**Run 1: power grid**

Pins as bars on the die edge. Tap cells in grey.
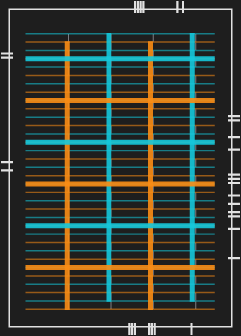
**Run 1: cells coloured by class**

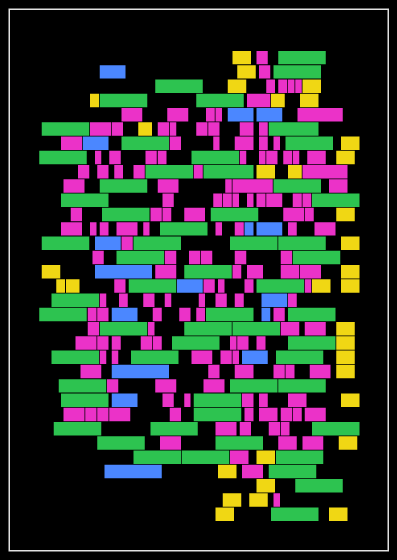
**Run 1: clock network drawn from the DEF**

Scale bar: 20 um.
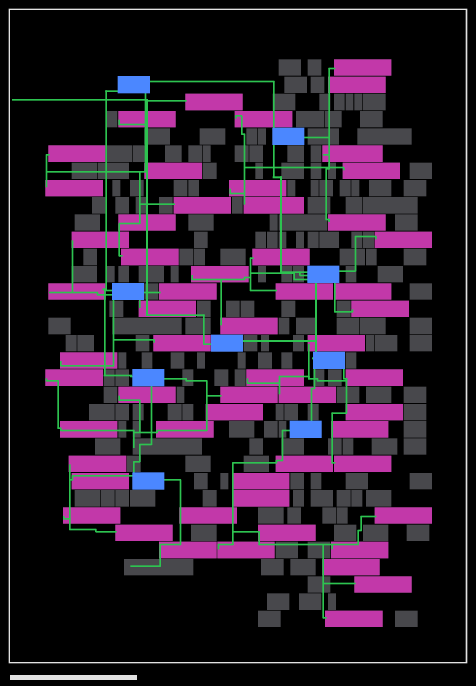
**Run 1: wiring by layer**

Scale bar: 20 um.
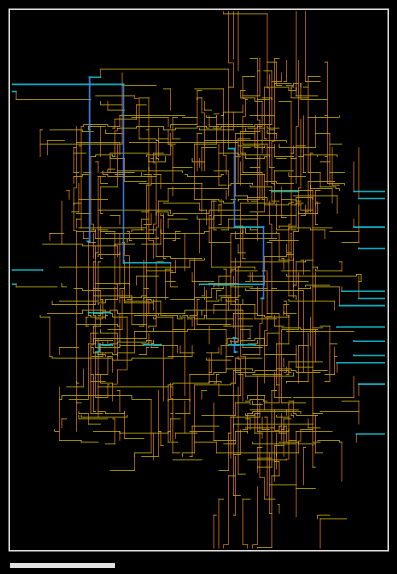
`config.mk`:
```
export PLATFORM = sky130hd
export DESIGN_NAME = jtag_tap_datapath
export DESIGN_NICKNAME = d
export VERILOG_FILES = /design/src/rtl/jtag_pkg.sv /design/src/rtl/jtag_shift_reg.sv /design/src/rtl/jtag_tap_datapath.sv
export SDC_FILE = /design/constraint.sdc
export NUM_CORES = 1
export LEC_CHECK = 0
export ABC_AREA = 0
export CAP_MARGIN = 0
export CORE_ASPECT_RATIO = 1.5
export CORE_MARGIN = 5
export CORE_UTILIZATION = 45
export CTS_BUF_LIST = sky130_fd_sc_hd__clkbuf_8 sky130_fd_sc_hd__clkbuf_16
export CTS_CLUSTER_DIAMETER = 60
export DETAILED_ROUTE_END_ITERATION = 8
export MAX_ROUTING_LAYER = met4
export PLACE_DENSITY = 0.72
export SYNTH_ARGS = -nofsm -noshare
export SYNTH_HDL_FRONTEND = slang
export SYNTH_SLANG_ARGS = --single-unit
```
`constraint.sdc`:
```
create_clock -name CLK -period 5.4 [get_ports CLK]
set_input_delay 0.54 -clock CLK [delete_from_list [all_inputs] [get_ports CLK]]
set_output_delay 0.54 -clock CLK [all_outputs]
set_load 0.05 [all_outputs]
```
`src/rtl/jtag_pkg.sv`:
```
// Shared JTAG definitions: TAP state encoding (common with the TAP FSM),
// data-register selection and the all-ones BYPASS opcode helper.
package jtag_pkg;

  typedef enum logic [3:0] {
    EX2DR = 4'd0,
    EX1DR = 4'd1,
    SHDR  = 4'd2,
    PAUDR = 4'd3,
    SELIR = 4'd4,
    UPDR  = 4'd5,
    CAPDR = 4'd6,
    SELDR = 4'd7,
    EX2IR = 4'd8,
    EX1IR = 4'd9,
    SHIR  = 4'd10,
    PAUIR = 4'd11,
    RTI   = 4'd12,
    UPIR  = 4'd13,
    CAPIR = 4'd14,
    TLR   = 4'd15
  } tap_state_e;

  typedef enum logic [1:0] {
    DR_BYPASS,
    DR_IDCODE,
    DR_USER
  } dr_sel_e;

  // Caller truncates to the IR width; valid for widths 1..64.
  function automatic logic [63:0] all_ones(input int unsigned n);
    logic [63:0] ones;
    ones = '1;
    return ones >> (64 - n);
  endfunction

endpackage

```
`src/rtl/jtag_shift_reg.sv`:
```
// Capture/shift register used for the IR and the multi-bit data registers.
// Shifts right with tdi entering the MSB; so is the current LSB.
module jtag_shift_reg #(
  parameter int unsigned       WIDTH     = 8,
  parameter logic [WIDTH-1:0]  RESET_VAL = '0
) (
  input  logic             CLK,
  input  logic             RESETN,
  input  logic [WIDTH-1:0] capture_val,
  input  logic             capture,
  input  logic             shift,
  input  logic             tdi,
  output logic [WIDTH-1:0] q,
  output logic             so
);

  logic [WIDTH:0] ext;

  // Widening by one bit keeps the shift expression legal for WIDTH == 1.
  assign ext = {tdi, q};
  assign so  = q[0];

  always_ff @(posedge CLK or negedge RESETN) begin
    if (!RESETN) begin
      q <= RESET_VAL;
    end else if (capture) begin
      q <= capture_val;
    end else if (shift) begin
      q <= ext[WIDTH:1];
    end
  end

endmodule

```
`src/rtl/jtag_tap_datapath.sv`:
```
// JTAG TAP datapath: instruction register plus BYPASS, IDCODE and USER data
// registers, driven by the TAP controller state on TCK (CLK).
module jtag_tap_datapath
  import jtag_pkg::*;
#(
  parameter int unsigned          IR_LEN     = 4,
  parameter logic [31:0]          IDCODE_VAL = 32'h1234_5679,
  parameter logic [IR_LEN-1:0]    IDCODE_OP  = 4'b0001,
  parameter logic [IR_LEN-1:0]    USER_OP    = 4'b1000,
  parameter int unsigned          USER_LEN   = 8
) (
  input  logic                CLK,
  input  logic                RESETN,
  input  logic [3:0]          state,
  input  logic                tdi,
  output logic                tdo,
  output logic                tdo_en,
  output logic [IR_LEN-1:0]   instr,
  input  logic [USER_LEN-1:0] user_capture,
  output logic [USER_LEN-1:0] user_dout,
  output logic                user_update
);

  localparam logic [IR_LEN-1:0] BYPASS_OP = IR_LEN'(all_ones(IR_LEN));
  localparam logic [IR_LEN-1:0] IR_CAP    = IR_LEN'(1);

  tap_state_e          tap;
  dr_sel_e             dr_sel;
  logic [IR_LEN-1:0]   ir_sr;
  logic                ir_so;
  logic [31:0]         idcode_sr;
  logic                idcode_so;
  logic [USER_LEN-1:0] user_sr;
  logic                user_so;
  logic                bypass;
  logic                in_capdr;
  logic                in_shdr;

  assign tap      = tap_state_e'(state);
  assign in_capdr = (tap == CAPDR);
  assign in_shdr  = (tap == SHDR);

  // All-ones is tested first so it wins even if another opcode aliases it.
  always_comb begin
    dr_sel = DR_BYPASS;
    if (instr == BYPASS_OP) begin
      dr_sel = DR_BYPASS;
    end else if (instr == IDCODE_OP) begin
      dr_sel = DR_IDCODE;
    end else if (instr == USER_OP) begin
      dr_sel = DR_USER;
    end
  end

  jtag_shift_reg #(
    .WIDTH     (IR_LEN),
    .RESET_VAL (IR_CAP)
  ) u_ir (
    .CLK         (CLK),
    .RESETN      (RESETN),
    .capture_val (IR_CAP),
    .capture     (tap == CAPIR),
    .shift       (tap == SHIR),
    .tdi         (tdi),
    .q           (ir_sr),
    .so          (ir_so)
  );

  jtag_shift_reg #(
    .WIDTH     (32),
    .RESET_VAL ('0)
  ) u_idcode (
    .CLK         (CLK),
    .RESETN      (RESETN),
    .capture_val (IDCODE_VAL),
    .capture     (in_capdr && (dr_sel == DR_IDCODE)),
    .shift       (in_shdr && (dr_sel == DR_IDCODE)),
    .tdi         (tdi),
    .q           (idcode_sr),
    .so          (idcode_so)
  );

  jtag_shift_reg #(
    .WIDTH     (USER_LEN),
    .RESET_VAL ('0)
  ) u_user (
    .CLK         (CLK),
    .RESETN      (RESETN),
    .capture_val (user_capture),
    .capture     (in_capdr && (dr_sel == DR_USER)),
    .shift       (in_shdr && (dr_sel == DR_USER)),
    .tdi         (tdi),
    .q           (user_sr),
    .so          (user_so)
  );

  always_ff @(posedge CLK or negedge RESETN) begin
    if (!RESETN) begin
      bypass <= 1'b0;
    end else if (dr_sel == DR_BYPASS) begin
      if (in_capdr) begin
        bypass <= 1'b0;
      end else if (in_shdr) begin
        bypass <= tdi;
      end
    end
  end

  always_ff @(posedge CLK or negedge RESETN) begin
    if (!RESETN) begin
      instr <= IDCODE_OP;
    end else if (tap == TLR) begin
      instr <= IDCODE_OP;
    end else if (tap == UPIR) begin
      instr <= ir_sr;
    end
  end

  always_ff @(posedge CLK or negedge RESETN) begin
    if (!RESETN) begin
      user_dout   <= '0;
      user_update <= 1'b0;
    end else begin
      user_update <= (tap == UPDR) && (dr_sel == DR_USER);
      if ((tap == UPDR) && (dr_sel == DR_USER)) begin
        user_dout <= user_sr;
      end
    end
  end

  // Output enable and data are forced off while reset is asserted, even if
  // the TAP state input still shows a Shift state.
  always_comb begin
    tdo    = 1'b0;
    tdo_en = RESETN && ((tap == SHDR) || (tap == SHIR));
    if (RESETN) begin
      case (tap)
        SHIR: tdo = ir_so;
        SHDR: begin
          case (dr_sel)
            DR_IDCODE: tdo = idcode_so;
            DR_USER:   tdo = user_so;
            default:   tdo = bypass;
          endcase
        end
        default: tdo = 1'b0;
      endcase
    end
  end

endmodule
```
==> impl_metrics.xml, run 1 <==
<?xml version="1.0" encoding="UTF-8"?>
<metrics>
  <group name="global_route">
    <metric name="antenna_found_initial" unit="">0</metric>
    <metric name="grt_first_pass_wirelength" unit="um">8120</metric>
    <metric name="grt_start_max_net_pins" unit="">59</metric>
    <metric name="first_global_vias" unit="">1768</metric>
    <metric name="global_route_overflow" unit="">0</metric>
  </group>
  <group name="sta">
    <metric name="transition_time_at_the_pin_with_the_least_slew_margin" unit="ns">0.942</metric>
    <metric name="report.final.slew_viol_count" unit="">0</metric>
    <metric name="timing_hold_violations_final" unit="">0</metric>
    <metric name="setup_total_negative_slack" unit="ns">0</metric>
    <metric name="worst_hold_slack" unit="ns">0.385</metric>
    <metric name="min_period_over_period" unit="%">64.0</metric>
    <metric name="post-route-worst-setup-slack" unit="ns">1.94</metric>
    <metric name="setup_viol" unit="">0</metric>
    <metric name="fmax" unit="GHz">0.289</metric>
    <metric name="post-route-min-period" unit="ns">3.46</metric>
  </group>
  <group name="logic_synthesis">
    <metric name="yosys.stat.chipArea" unit="um^2">2590</metric>
    <metric name="synthDominantAreaCellType" unit="">sky130_fd_sc_hd__dfrtp_1</metric>
    <metric name="share_of_synthesized_registers_carrying_an_async_set_or_reset" unit="%">100</metric>
    <metric name="synthTopCellsByCount" unit="">56 x sky130_fd_sc_hd__dfrtp_1, 27 x sky130_fd_sc_hd__mux2_2, 23 x sky130_fd_sc_hd__a21oi_1</metric>
    <metric name="post_synth_xor_area_fraction" unit="%">0</metric>
    <metric name="syn-num-nets" unit="">241</metric>
    <metric name="synthesized_area_fraction_occupied_by_and_or_nand_nor_cells" unit="%">14.4</metric>
    <metric name="synth-edff-count" unit="">0</metric>
    <metric name="synth_flop_count" unit="">58</metric>
    <metric name="netlist_logic_family_top" unit="">multiplexers</metric>
    <metric name="synthesis.instances" unit="">226</metric>
    <metric name="ys_sh_mux" unit="%">14.4</metric>
    <metric name="synth-seq-area-share" unit="%">56.1</metric>
    <metric name="mappedNetlistArea" unit="um^2">2590</metric>
    <metric name="synthAoiAreaFrac" unit="%">11.9</metric>
    <metric name="synth_top_area_share" unit="%">54.1</metric>
    <metric name="syn_area_per_cell" unit="um^2">11.5</metric>
    <metric name="synthTopCellsByArea" unit="">sky130_fd_sc_hd__dfrtp_1 54%, sky130_fd_sc_hd__mux2_2 12%, sky130_fd_sc_hd__a31oi_1 5.1%</metric>
    <metric name="number_of_library_cell_types_mapped_by_synthesis" unit="">27</metric>
    <metric name="synth_top_cell_by_count" unit="">sky130_fd_sc_hd__dfrtp_1</metric>
  </group>
  <group name="power">
    <metric name="power.share.sequential" unit="%">45.0</metric>
    <metric name="p_total" unit="uW">1400</metric>
    <metric name="sw_frac_of_total" unit="%">26.5</metric>
    <metric name="power-per-cell-area" unit="nW/um^2">440</metric>
    <metric name="internal_power" unit="uW">1030</metric>
    <metric name="power.share.combinational" unit="%">19.4</metric>
    <metric name="cell_leakage_power" unit="uW">0.00141</metric>
    <metric name="top_power_group" unit="">registers</metric>
    <metric name="switching_power" unit="uW">371</metric>
    <metric name="combinational_power" unit="uW">272</metric>
  </group>
  <group name="hold_path">
    <metric name="timing.hold.worst.class" unit="">in2async</metric>
  </group>
  <group name="cells_and_area">
    <metric name="clock_buffers" unit="">11</metric>
    <metric name="final_core_utilization" unit="%">57.5</metric>
    <metric name="layout-drive-gt1-share" unit="%">22.3</metric>
    <metric name="final-clk-cell-share" unit="%">7.90</metric>
    <metric name="final-comb-area" unit="um^2">1070</metric>
    <metric name="signal_buffers" unit="">33</metric>
    <metric name="final_nets" unit="">270</metric>
    <metric name="layout_top_cell_excl_fill_tap" unit="">sky130_fd_sc_hd__dfrtp_1</metric>
    <metric name="antenna-diode-count" unit="">0</metric>
    <metric name="numSequentialCells" unit="">58</metric>
    <metric name="register_area" unit="um^2">1450</metric>
    <metric name="final_cell_mix" unit="">56 x sky130_fd_sc_hd__dfrtp_1, 27 x sky130_fd_sc_hd__mux2_2, 27 x sky130_fd_sc_hd__clkdlybuf4s50_1</metric>
    <metric name="biggestCellCategory" unit="">sequential cells</metric>
    <metric name="comb_area_share" unit="%">33.7</metric>
    <metric name="area_growth_syn_to_layout" unit="%">22.9</metric>
    <metric name="comb.multi_input.count" unit="">151</metric>
    <metric name="inv_count" unit="">2</metric>
    <metric name="bufAreaShareNonClock" unit="%">9.75</metric>
    <metric name="finalNonFillerCells" unit="">330</metric>
    <metric name="fin_area" unit="um^2">3180</metric>
    <metric name="n_fill_cell" unit="">481</metric>
  </group>
  <group name="clocking">
    <metric name="cts_tree" unit="">done</metric>
    <metric name="clockRootBuffer" unit="">sky130_fd_sc_hd__clkbuf_8</metric>
    <metric name="cts_hold_buffers" unit="">0</metric>
    <metric name="cts_resized" unit="">0</metric>
    <metric name="cts_post_setup_buffers_inserted" unit="">0</metric>
    <metric name="cts_max_level" unit="">3</metric>
    <metric name="clkSinkCount" unit="">58</metric>
    <metric name="numCtsBuffers" unit="">9</metric>
    <metric name="clkTransAtPathRegs" unit="ns">0.07</metric>
  </group>
  <group name="critical_path">
    <metric name="crit_path_max_incr_delay" unit="ns">0.87</metric>
    <metric name="cpLargestDelayFamily" unit="">simple AND/OR/NAND/NOR gates</metric>
    <metric name="crit_buf_inv" unit="">1</metric>
    <metric name="setup.worst_path.class" unit="">reg2out</metric>
    <metric name="worst_path_max_delay_cell" unit="">sky130_fd_sc_hd__nor4b_4</metric>
    <metric name="worst-endpoint-required" unit="ns">4.86</metric>
    <metric name="endpoint_type_of_the_worst_setup_path" unit="">primary output</metric>
    <metric name="start_kind" unit="">flop</metric>
  </group>
  <group name="place">
    <metric name="dpl.hpwl" unit="um">3050</metric>
    <metric name="dp_cells" unit="">314</metric>
    <metric name="port_buffers" unit="">29</metric>
    <metric name="gp_routability_congestion" unit="">0.820</metric>
    <metric name="worst_case_setup_slack_after_placement" unit="ns">2.24</metric>
  </group>
  <group name="floorplanning">
    <metric name="design.die.area" unit="um^2">7400</metric>
    <metric name="tapCellCount" unit="">70</metric>
    <metric name="floorplan.core_util" unit="%">46.8</metric>
    <metric name="design.portCount" unit="">30</metric>
  </group>
  <group name="routing">
    <metric name="detail_route.vias_per_cell" unit="">5.45</metric>
    <metric name="dr.first_iter.drc_count" unit="">144</metric>
    <metric name="drt_drc_violations_left" unit="">0</metric>
  </group>
  <group name="job">
    <metric name="openroad.warnings" unit="">26</metric>
  </group>
  <group name="outcome">
    <metric name="status" unit="">complete, no violations</metric>
  </group>
</metrics>
About 'power grid':
legend:
  orange:
    net: VSS
  cyan:
    net: VDD
met1 rails: 34
signal pins: 30
met4 straps: 4
horizontal die dimension: 71.9 um
Worst IR Drop VDD: 0.256 mV

About 'cells coloured by class':
legend:
  green:
    class: registers
    cells: 58
    share_of_their_area: 47%
  blue:
    class: clock drivers and dummy loads
    cells: 16
    share_of_their_area: 8.1%
  magenta:
    class: remaining logic cells
    cells: 153
    share_of_their_area: 35%
  yellow:
    class: remaining buffers and delay cells
    cells: 33
    share_of_their_area: 10%
floorplan core area: 5530 um^2
flip-flop and latch share of the layout cell area: 45.7%
Site Rows: 33

About 'clock network drawn from the DEF':
legend:
  blue:
    item: clock-net drivers
    count: 9
  magenta:
    item: flip-flops
    count: 58
  green:
    item: clock wires
    length: 752 um
routed clock nets: 10
Layout Skew: 0.00770 ns
worst skew pair latency: 0.33 ns
clock distribution power: 498 uW
relative contribution of the clock network to total power: 35.6%

About 'wiring by layer':
legend:
  yellow:
    layer: M1
    wire_length: 2140 um
  orange:
    layer: M2
    wire_length: 2420 um
  blue:
    layer: M4
    wire_length: 96.6 um
  cyan:
    layer: M3
    wire_length: 163 um
GRT Total Usage: 14.6%
routed wire length: 4820 um
DR WL/cell: 14.6 um
vias after detailed routing: 1800

run 1: final timing paths:
kind	end	slack (ns)	cells past startpoint	start
setup / recovery	tdo	1.94	4	instr[1]
hold / removal	u_idcode.q[27]	0.39	2	RESETN
setup reg to reg	user_dout[2]	3.24	3	instr[1]
hold reg to reg	u_ir.q[0]	0.49	2	u_ir.q[0]
max in group asynchronous	u_user.q[1]	4.55	2	RESETN
min in group CLK	u_ir.q[0]	0.49	2	u_ir.q[0]
run 1: metal layers:
metal  wire, um  global-route usage (%)
met5          0                       -
met4         96                    8.68
met3        163                    2.63
met2       2420                    23.4
met1       2140                    17.2
run 1: sequential cells by signal, indices dropped and copies added, names as in the netlist:
register     cells
user_dout        8
instr            4
user_update      1
u_idcode.q      32
u_user.q         8
bypass           1
u_ir.q           4
**Run 1: congestion heat map**

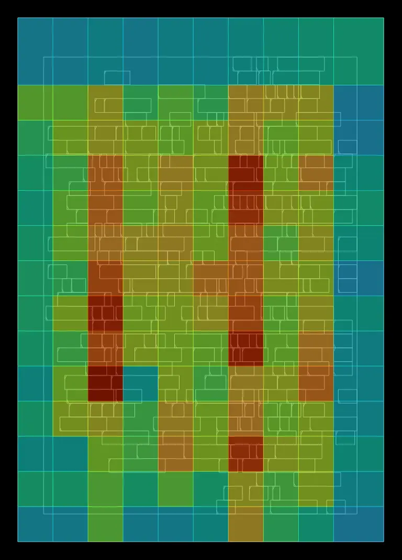

## Run 2: what changed since run 1
- clock period: 5.4 -> 3.25 ns (I/O delays scaled with it)
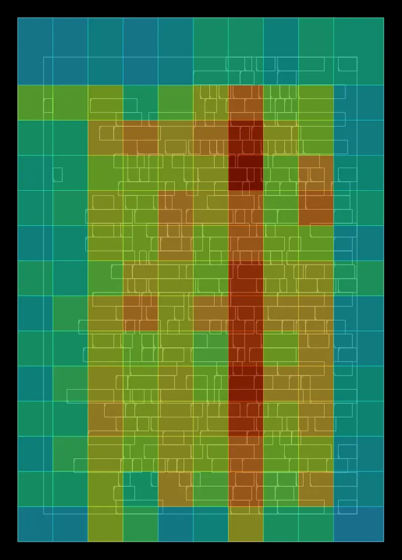
**Above:** run 2 (congestion heat map).
met2 demand-to-capacity share in global routing: 23.1%
grt peak-use layer: met2

==> run 2 against run 1 <==
First-iteration DRC count shrank 7.6%. Core utilization shrank 1.1 points. Clock power grew 12%. Worst hold slack lost 0.20 ns. Largest cell class unchanged. Routed wire length is 0.77% lower. Critical path depth up 1.
==> impl_metrics.xml, run 2 <==
<?xml version="1.0" encoding="UTF-8"?>
<metrics>
  <group name="logic_synthesis">
    <metric name="ys_sh_mux" unit="%">14.4</metric>
    <metric name="share_of_synthesized_registers_carrying_an_async_set_or_reset" unit="%">100</metric>
    <metric name="synthDominantAreaCellType" unit="">sky130_fd_sc_hd__dfrtp_1</metric>
    <metric name="synth-edff-count" unit="">0</metric>
    <metric name="synth-seq-area-share" unit="%">56.1</metric>
    <metric name="synth_top_area_share" unit="%">54.1</metric>
    <metric name="mappedNetlistArea" unit="um^2">2590</metric>
    <metric name="synthTopCellsByCount" unit="">56 x sky130_fd_sc_hd__dfrtp_1, 27 x sky130_fd_sc_hd__mux2_2, 23 x sky130_fd_sc_hd__a21oi_1</metric>
    <metric name="synthesized_area_fraction_occupied_by_and_or_nand_nor_cells" unit="%">14.4</metric>
    <metric name="netlist_logic_family_top" unit="">multiplexers</metric>
    <metric name="synthAoiAreaFrac" unit="%">11.9</metric>
    <metric name="syn-num-nets" unit="">241</metric>
    <metric name="synth_top_cell_by_count" unit="">sky130_fd_sc_hd__dfrtp_1</metric>
  </group>
  <group name="routing">
    <metric name="drt_drc_violations_left" unit="">0</metric>
    <metric name="route.met2.wl" unit="um">2310</metric>
    <metric name="via_count" unit="">1772</metric>
    <metric name="routed.top_layer" unit="">met4</metric>
    <metric name="detail_route.vias_per_cell" unit="">5.34</metric>
    <metric name="dr.first_iter.drc_count" unit="">133</metric>
  </group>
  <group name="cells_and_area">
    <metric name="comb.multi_input.count" unit="">151</metric>
    <metric name="signal_buffers" unit="">35</metric>
    <metric name="largest_register_ffs" unit="">32</metric>
    <metric name="area_growth_syn_to_layout" unit="%">20.5</metric>
    <metric name="fin_area" unit="um^2">3120</metric>
    <metric name="largest_registers" unit="">u_idcode.q (32), u_user.q (8), user_dout (8)</metric>
    <metric name="finalNonFillerCells" unit="">332</metric>
    <metric name="biggestCellCategory" unit="">sequential cells</metric>
    <metric name="comb_area_share" unit="%">34.5</metric>
    <metric name="clock_buffers" unit="">10</metric>
    <metric name="final-comb-area" unit="um^2">1080</metric>
    <metric name="antenna-diode-count" unit="">0</metric>
    <metric name="seqAreaFraction" unit="%">46.6</metric>
    <metric name="final_cell_mix" unit="">56 x sky130_fd_sc_hd__dfrtp_1, 27 x sky130_fd_sc_hd__mux2_2, 27 x sky130_fd_sc_hd__clkdlybuf4s50_1</metric>
  </group>
  <group name="power">
    <metric name="peakVddDrop" unit="mV">0.354</metric>
    <metric name="combinational_power" unit="uW">452</metric>
    <metric name="top_power_group" unit="">registers</metric>
    <metric name="p_total" unit="uW">2060</metric>
    <metric name="internal_power" unit="uW">1450</metric>
    <metric name="switching_power" unit="uW">606</metric>
    <metric name="sw_frac_of_total" unit="%">29.4</metric>
    <metric name="power.share.sequential" unit="%">50.9</metric>
    <metric name="cell_leakage_power" unit="uW">0.00139</metric>
  </group>
  <group name="floorplanning">
    <metric name="design.portCount" unit="">30</metric>
    <metric name="core_area" unit="um^2">5530</metric>
    <metric name="die_width" unit="um">71.9</metric>
    <metric name="tapCellCount" unit="">70</metric>
    <metric name="design.die.area" unit="um^2">7400</metric>
    <metric name="floorplan.rows" unit="">33</metric>
  </group>
  <group name="global_route">
    <metric name="globalRouteMet3Util" unit="%">4.59</metric>
    <metric name="antenna_found_initial" unit="">0</metric>
    <metric name="grtUsageMet1" unit="%">19.7</metric>
    <metric name="global_route_overflow" unit="">0</metric>
    <metric name="first_global_vias" unit="">1797</metric>
  </group>
  <group name="critical_path">
    <metric name="start_kind" unit="">flop</metric>
    <metric name="rr_endpoint" unit="">u_idcode.q[17]</metric>
    <metric name="worst-endpoint-required" unit="ns">2.92</metric>
    <metric name="endpoint_type_of_the_worst_setup_path" unit="">primary output</metric>
    <metric name="worst_setup_path_endpoint" unit="">tdo</metric>
    <metric name="setup.worst_path.class" unit="">reg2out</metric>
    <metric name="r2r.worst_path.cells" unit="">4</metric>
    <metric name="crit_start" unit="">instr[1]</metric>
  </group>
  <group name="sta">
    <metric name="timing_hold_violations_final" unit="">0</metric>
    <metric name="setup_viol" unit="">0</metric>
    <metric name="report.final.slew_viol_count" unit="">0</metric>
    <metric name="setup_total_negative_slack" unit="ns">0</metric>
    <metric name="transition_time_at_the_pin_with_the_least_slew_margin" unit="ns">0.721</metric>
    <metric name="worst_hold_slack" unit="ns">0.183</metric>
    <metric name="min_period_over_period" unit="%">86.1</metric>
    <metric name="fmax" unit="GHz">0.357</metric>
    <metric name="post-route-min-period" unit="ns">2.80</metric>
  </group>
  <group name="place">
    <metric name="dp_cells" unit="">316</metric>
  </group>
  <group name="clocking">
    <metric name="cts_tree" unit="">done</metric>
    <metric name="clkTransAtPathRegs" unit="ns">0.06</metric>
    <metric name="cts_max_level" unit="">3</metric>
    <metric name="cts_resized" unit="">0</metric>
    <metric name="clk_latency" unit="ns">0.33</metric>
    <metric name="numCtsBuffers" unit="">9</metric>
    <metric name="clkSinkCount" unit="">58</metric>
    <metric name="clockRootBuffer" unit="">sky130_fd_sc_hd__clkbuf_8</metric>
  </group>
  <group name="hold_path">
    <metric name="timing.hold.worst.class" unit="">in2async</metric>
  </group>
  <group name="outcome">
    <metric name="status" unit="">complete, no violations</metric>
  </group>
  <group name="job">
    <metric name="openroad.warnings" unit="">26</metric>
  </group>
</metrics>
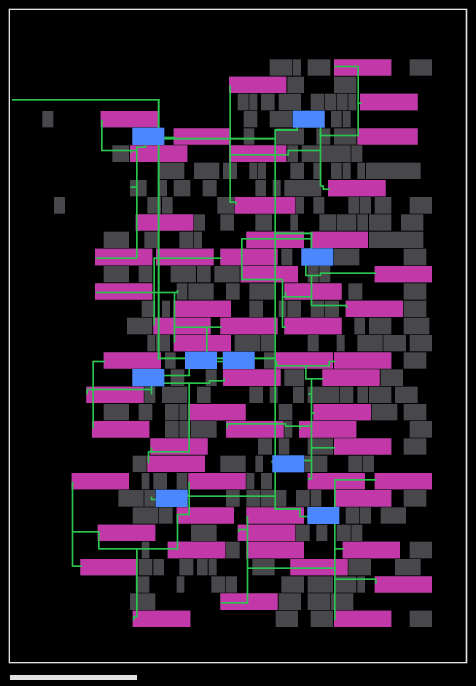
**Above:** run 2 (clock network drawn from the DEF).
Scale bar: 20 um.
legend:
  blue:
    item: clock-net drivers
    count: 9
  green:
    item: clock wires
    length: 701 um
  magenta:
    item: flip-flops
    count: 58
routed clock nets: 10
relative contribution of the clock network to total power: 27.2%
Layout Skew: 0.00520 ns
clock distribution power: 560 uW

-- run 2: cell count changes in the layout (fill, tap and decap cells not counted) --
cell,before,now
sky130_fd_sc_hd__clkinvlp_4,0,1
sky130_fd_sc_hd__nor4bb_2,0,1
sky130_fd_sc_hd__bufinv_16,3,0
sky130_fd_sc_hd__nor4bb_1,1,0
sky130_fd_sc_hd__clkbuf_8,11,10
sky130_fd_sc_hd__clkinv_2,2,5
sky130_fd_sc_hd__buf_4,4,6
-- run 2: critical path: stages (launching register included) --
cell and delay (ns):
sky130_fd_sc_hd__dfrtp_1 0.47, sky130_fd_sc_hd__nor4b_4 0.29, sky130_fd_sc_hd__buf_4 0.26, sky130_fd_sc_hd__a221oi_1 0.12
sky130_fd_sc_hd__a21oi_1 0.18, sky130_fd_sc_hd__clkdlybuf4s50_1 0.82
## Run 3: what changed since run 2
- TNS_END_PERCENT: not set -> 10
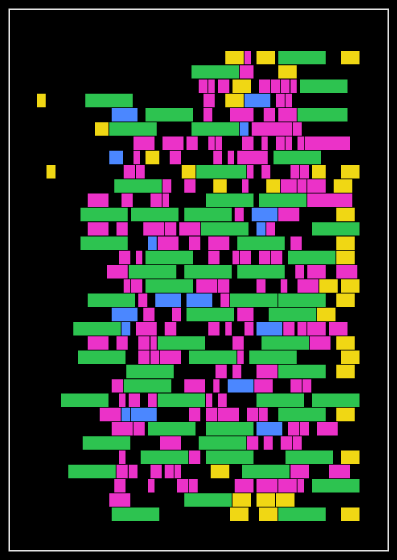
**Above:** run 3 (cells coloured by class).
legend:
  blue:
    class: clock drivers and dummy loads
    cells: 16
    share_of_their_area: 5.6%
  magenta:
    class: remaining logic cells
    cells: 153
    share_of_their_area: 36%
  green:
    class: registers
    cells: 58
    share_of_their_area: 48%
  yellow:
    class: remaining buffers and delay cells
    cells: 35
    share_of_their_area: 11%

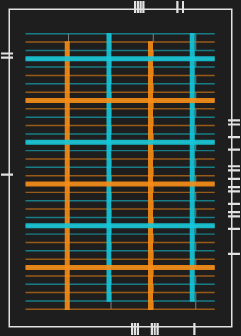
**Above:** run 3 (power grid).
Pins as bars on the die edge. Tap cells in grey.
legend:
  orange:
    net: VSS
  cyan:
    net: VDD
rows: 33
met1 rails: 34
signal pins: 30
vertical die size: 103 um
Worst IR Drop VDD: 0.354 mV

==> run 3 against run 2 <==
Via count unchanged. Core utilization unchanged. Count of clock-buffer cells in the layout unchanged. Critical endpoint unchanged.
==> impl_metrics.xml, run 3 <==
<?xml version="1.0" encoding="UTF-8"?>
<metrics>
  <group name="logic_synthesis">
    <metric name="syn-num-nets" unit="">241</metric>
    <metric name="synth-seq-area-share" unit="%">56.1</metric>
    <metric name="synth_top_area_share" unit="%">54.1</metric>
    <metric name="ys_sh_mux" unit="%">14.4</metric>
    <metric name="synthTopCellsByCount" unit="">56 x sky130_fd_sc_hd__dfrtp_1, 27 x sky130_fd_sc_hd__mux2_2, 23 x sky130_fd_sc_hd__a21oi_1</metric>
    <metric name="mappedNetlistArea" unit="um^2">2590</metric>
    <metric name="synth_top_cell_by_count" unit="">sky130_fd_sc_hd__dfrtp_1</metric>
    <metric name="share_of_synthesized_registers_carrying_an_async_set_or_reset" unit="%">100</metric>
    <metric name="synthDominantAreaCellType" unit="">sky130_fd_sc_hd__dfrtp_1</metric>
    <metric name="synth-edff-count" unit="">0</metric>
    <metric name="netlist_logic_family_top" unit="">multiplexers</metric>
    <metric name="synthesized_area_fraction_occupied_by_and_or_nand_nor_cells" unit="%">14.4</metric>
    <metric name="synthAoiAreaFrac" unit="%">11.9</metric>
  </group>
  <group name="critical_path">
    <metric name="endpoint_type_of_the_worst_setup_path" unit="">primary output</metric>
    <metric name="worst_path_max_delay_cell" unit="">sky130_fd_sc_hd__clkdlybuf4s50_1</metric>
    <metric name="worst_setup_path_endpoint" unit="">tdo</metric>
    <metric name="setup.worst_path.class" unit="">reg2out</metric>
    <metric name="crit_path_max_incr_delay" unit="ns">0.82</metric>
    <metric name="cp_cell_sequence" unit="">nor4b_4, buf_4, a221oi_1, a21oi_1, clkdlybuf4s50_1</metric>
    <metric name="rr_endpoint" unit="">u_idcode.q[17]</metric>
    <metric name="start_kind" unit="">flop</metric>
    <metric name="crit_start" unit="">instr[1]</metric>
    <metric name="r2r.worst_path.cells" unit="">4</metric>
    <metric name="regToRegSetupSlack" unit="ns">1.26</metric>
    <metric name="worst-endpoint-required" unit="ns">2.92</metric>
  </group>
  <group name="cells_and_area">
    <metric name="fin_area" unit="um^2">3120</metric>
    <metric name="antenna-diode-count" unit="">0</metric>
    <metric name="final_nets" unit="">272</metric>
    <metric name="finalNonFillerCells" unit="">332</metric>
    <metric name="layout_top_cell_excl_fill_tap" unit="">sky130_fd_sc_hd__dfrtp_1</metric>
    <metric name="final_cell_mix" unit="">56 x sky130_fd_sc_hd__dfrtp_1, 27 x sky130_fd_sc_hd__mux2_2, 27 x sky130_fd_sc_hd__clkdlybuf4s50_1</metric>
    <metric name="final-comb-area" unit="um^2">1080</metric>
    <metric name="largest_registers" unit="">u_idcode.q (32), u_user.q (8), user_dout (8)</metric>
    <metric name="largest_register_ffs" unit="">32</metric>
    <metric name="area_growth_syn_to_layout" unit="%">20.5</metric>
  </group>
  <group name="sta">
    <metric name="clock-skew-final" unit="ns">0.00520</metric>
    <metric name="setup_total_negative_slack" unit="ns">0</metric>
    <metric name="post-route-min-period" unit="ns">2.80</metric>
    <metric name="transition_time_at_the_pin_with_the_least_slew_margin" unit="ns">0.721</metric>
    <metric name="timing_hold_violations_final" unit="">0</metric>
    <metric name="min_period_over_period" unit="%">86.1</metric>
    <metric name="setup_viol" unit="">0</metric>
    <metric name="report.final.slew_viol_count" unit="">0</metric>
    <metric name="fmax" unit="GHz">0.357</metric>
    <metric name="worst_case_headroom_to_the_max_slew_limit" unit="%">51.9</metric>
    <metric name="worst_hold_slack" unit="ns">0.183</metric>
  </group>
  <group name="routing">
    <metric name="drt_drc_violations_left" unit="">0</metric>
    <metric name="dr.first_iter.drc_count" unit="">133</metric>
    <metric name="route.met2.wl" unit="um">2310</metric>
    <metric name="routed.top_layer" unit="">met4</metric>
    <metric name="via_count" unit="">1772</metric>
    <metric name="detail_route.vias_per_cell" unit="">5.34</metric>
    <metric name="postRouteWirelength" unit="um">4790</metric>
  </group>
  <group name="global_route">
    <metric name="grtUsageMet1" unit="%">19.7</metric>
    <metric name="first_global_vias" unit="">1797</metric>
    <metric name="global_route.usage.met2" unit="%">23.1</metric>
    <metric name="globalRouteMet3Util" unit="%">4.59</metric>
    <metric name="global_route_overflow" unit="">0</metric>
    <metric name="grt-busiest-layer" unit="">met2</metric>
    <metric name="antenna_found_initial" unit="">0</metric>
  </group>
  <group name="clocking">
    <metric name="clk_latency" unit="ns">0.33</metric>
    <metric name="clkTransAtPathRegs" unit="ns">0.06</metric>
    <metric name="cts_max_level" unit="">3</metric>
    <metric name="clkSinkCount" unit="">58</metric>
    <metric name="cts_resized" unit="">0</metric>
    <metric name="cts_tree" unit="">done</metric>
    <metric name="clockRootBuffer" unit="">sky130_fd_sc_hd__clkbuf_8</metric>
    <metric name="numCtsBuffers" unit="">9</metric>
  </group>
  <group name="power">
    <metric name="power.share.sequential" unit="%">50.9</metric>
    <metric name="cell_leakage_power" unit="uW">0.00139</metric>
    <metric name="p_clk" unit="uW">560</metric>
    <metric name="share_clk_of_total_power" unit="%">27.2</metric>
    <metric name="sw_frac_of_total" unit="%">29.4</metric>
    <metric name="internal_power" unit="uW">1450</metric>
    <metric name="combinational_power" unit="uW">452</metric>
    <metric name="p_total" unit="uW">2060</metric>
    <metric name="top_power_group" unit="">registers</metric>
    <metric name="switching_power" unit="uW">606</metric>
  </group>
  <group name="floorplanning">
    <metric name="die_width" unit="um">71.9</metric>
    <metric name="floorplan.rows" unit="">33</metric>
    <metric name="design.portCount" unit="">30</metric>
    <metric name="design.die.area" unit="um^2">7400</metric>
    <metric name="core_area" unit="um^2">5530</metric>
  </group>
  <group name="hold_path">
    <metric name="timing.hold.worst.class" unit="">in2async</metric>
  </group>
  <group name="outcome">
    <metric name="status" unit="">complete, no violations</metric>
  </group>
  <group name="place">
    <metric name="dp_cells" unit="">316</metric>
    <metric name="port_buffers" unit="">29</metric>
    <metric name="worst_case_setup_slack_after_placement" unit="ns">0.529</metric>
  </group>
  <group name="job">
    <metric name="openroad.warnings" unit="">26</metric>
  </group>
</metrics>
run 3: cell counts in the layout (fill, tap and decap cells not counted):
Identical to the previous run, type by type.
run 3: logic make-up (layout without fill, tap and decap cells):
kind of cell	after synthesis	count (layout)
buf+inv	17	53
mux	34	34
flops	58	58
compound gates	55	55
simple gates	62	62
run 3: worst max-delay path: cells and delay by family, from the launching register on:
family                 cells  cell delay (ns)
and+or+nand+nor            1             0.29
DFF                        1             0.47
buffers and inverters      2             1.08
AOI/OAI and AO/OA          2             0.30
run 3: layout make-up:
class | instances | share of cell area (%)
sequential | 58 | 46.6
multi-input combinational | 151 | 34.5
timing repair buffer | 35 | 10.4
clock buffer | 10 | 4.41
tap | 70 | 2.81
clock inverter | 6 | 1.04
inverter | 2 | 0.240
No activity file was given, so power comes from the tool's default toggle rates.
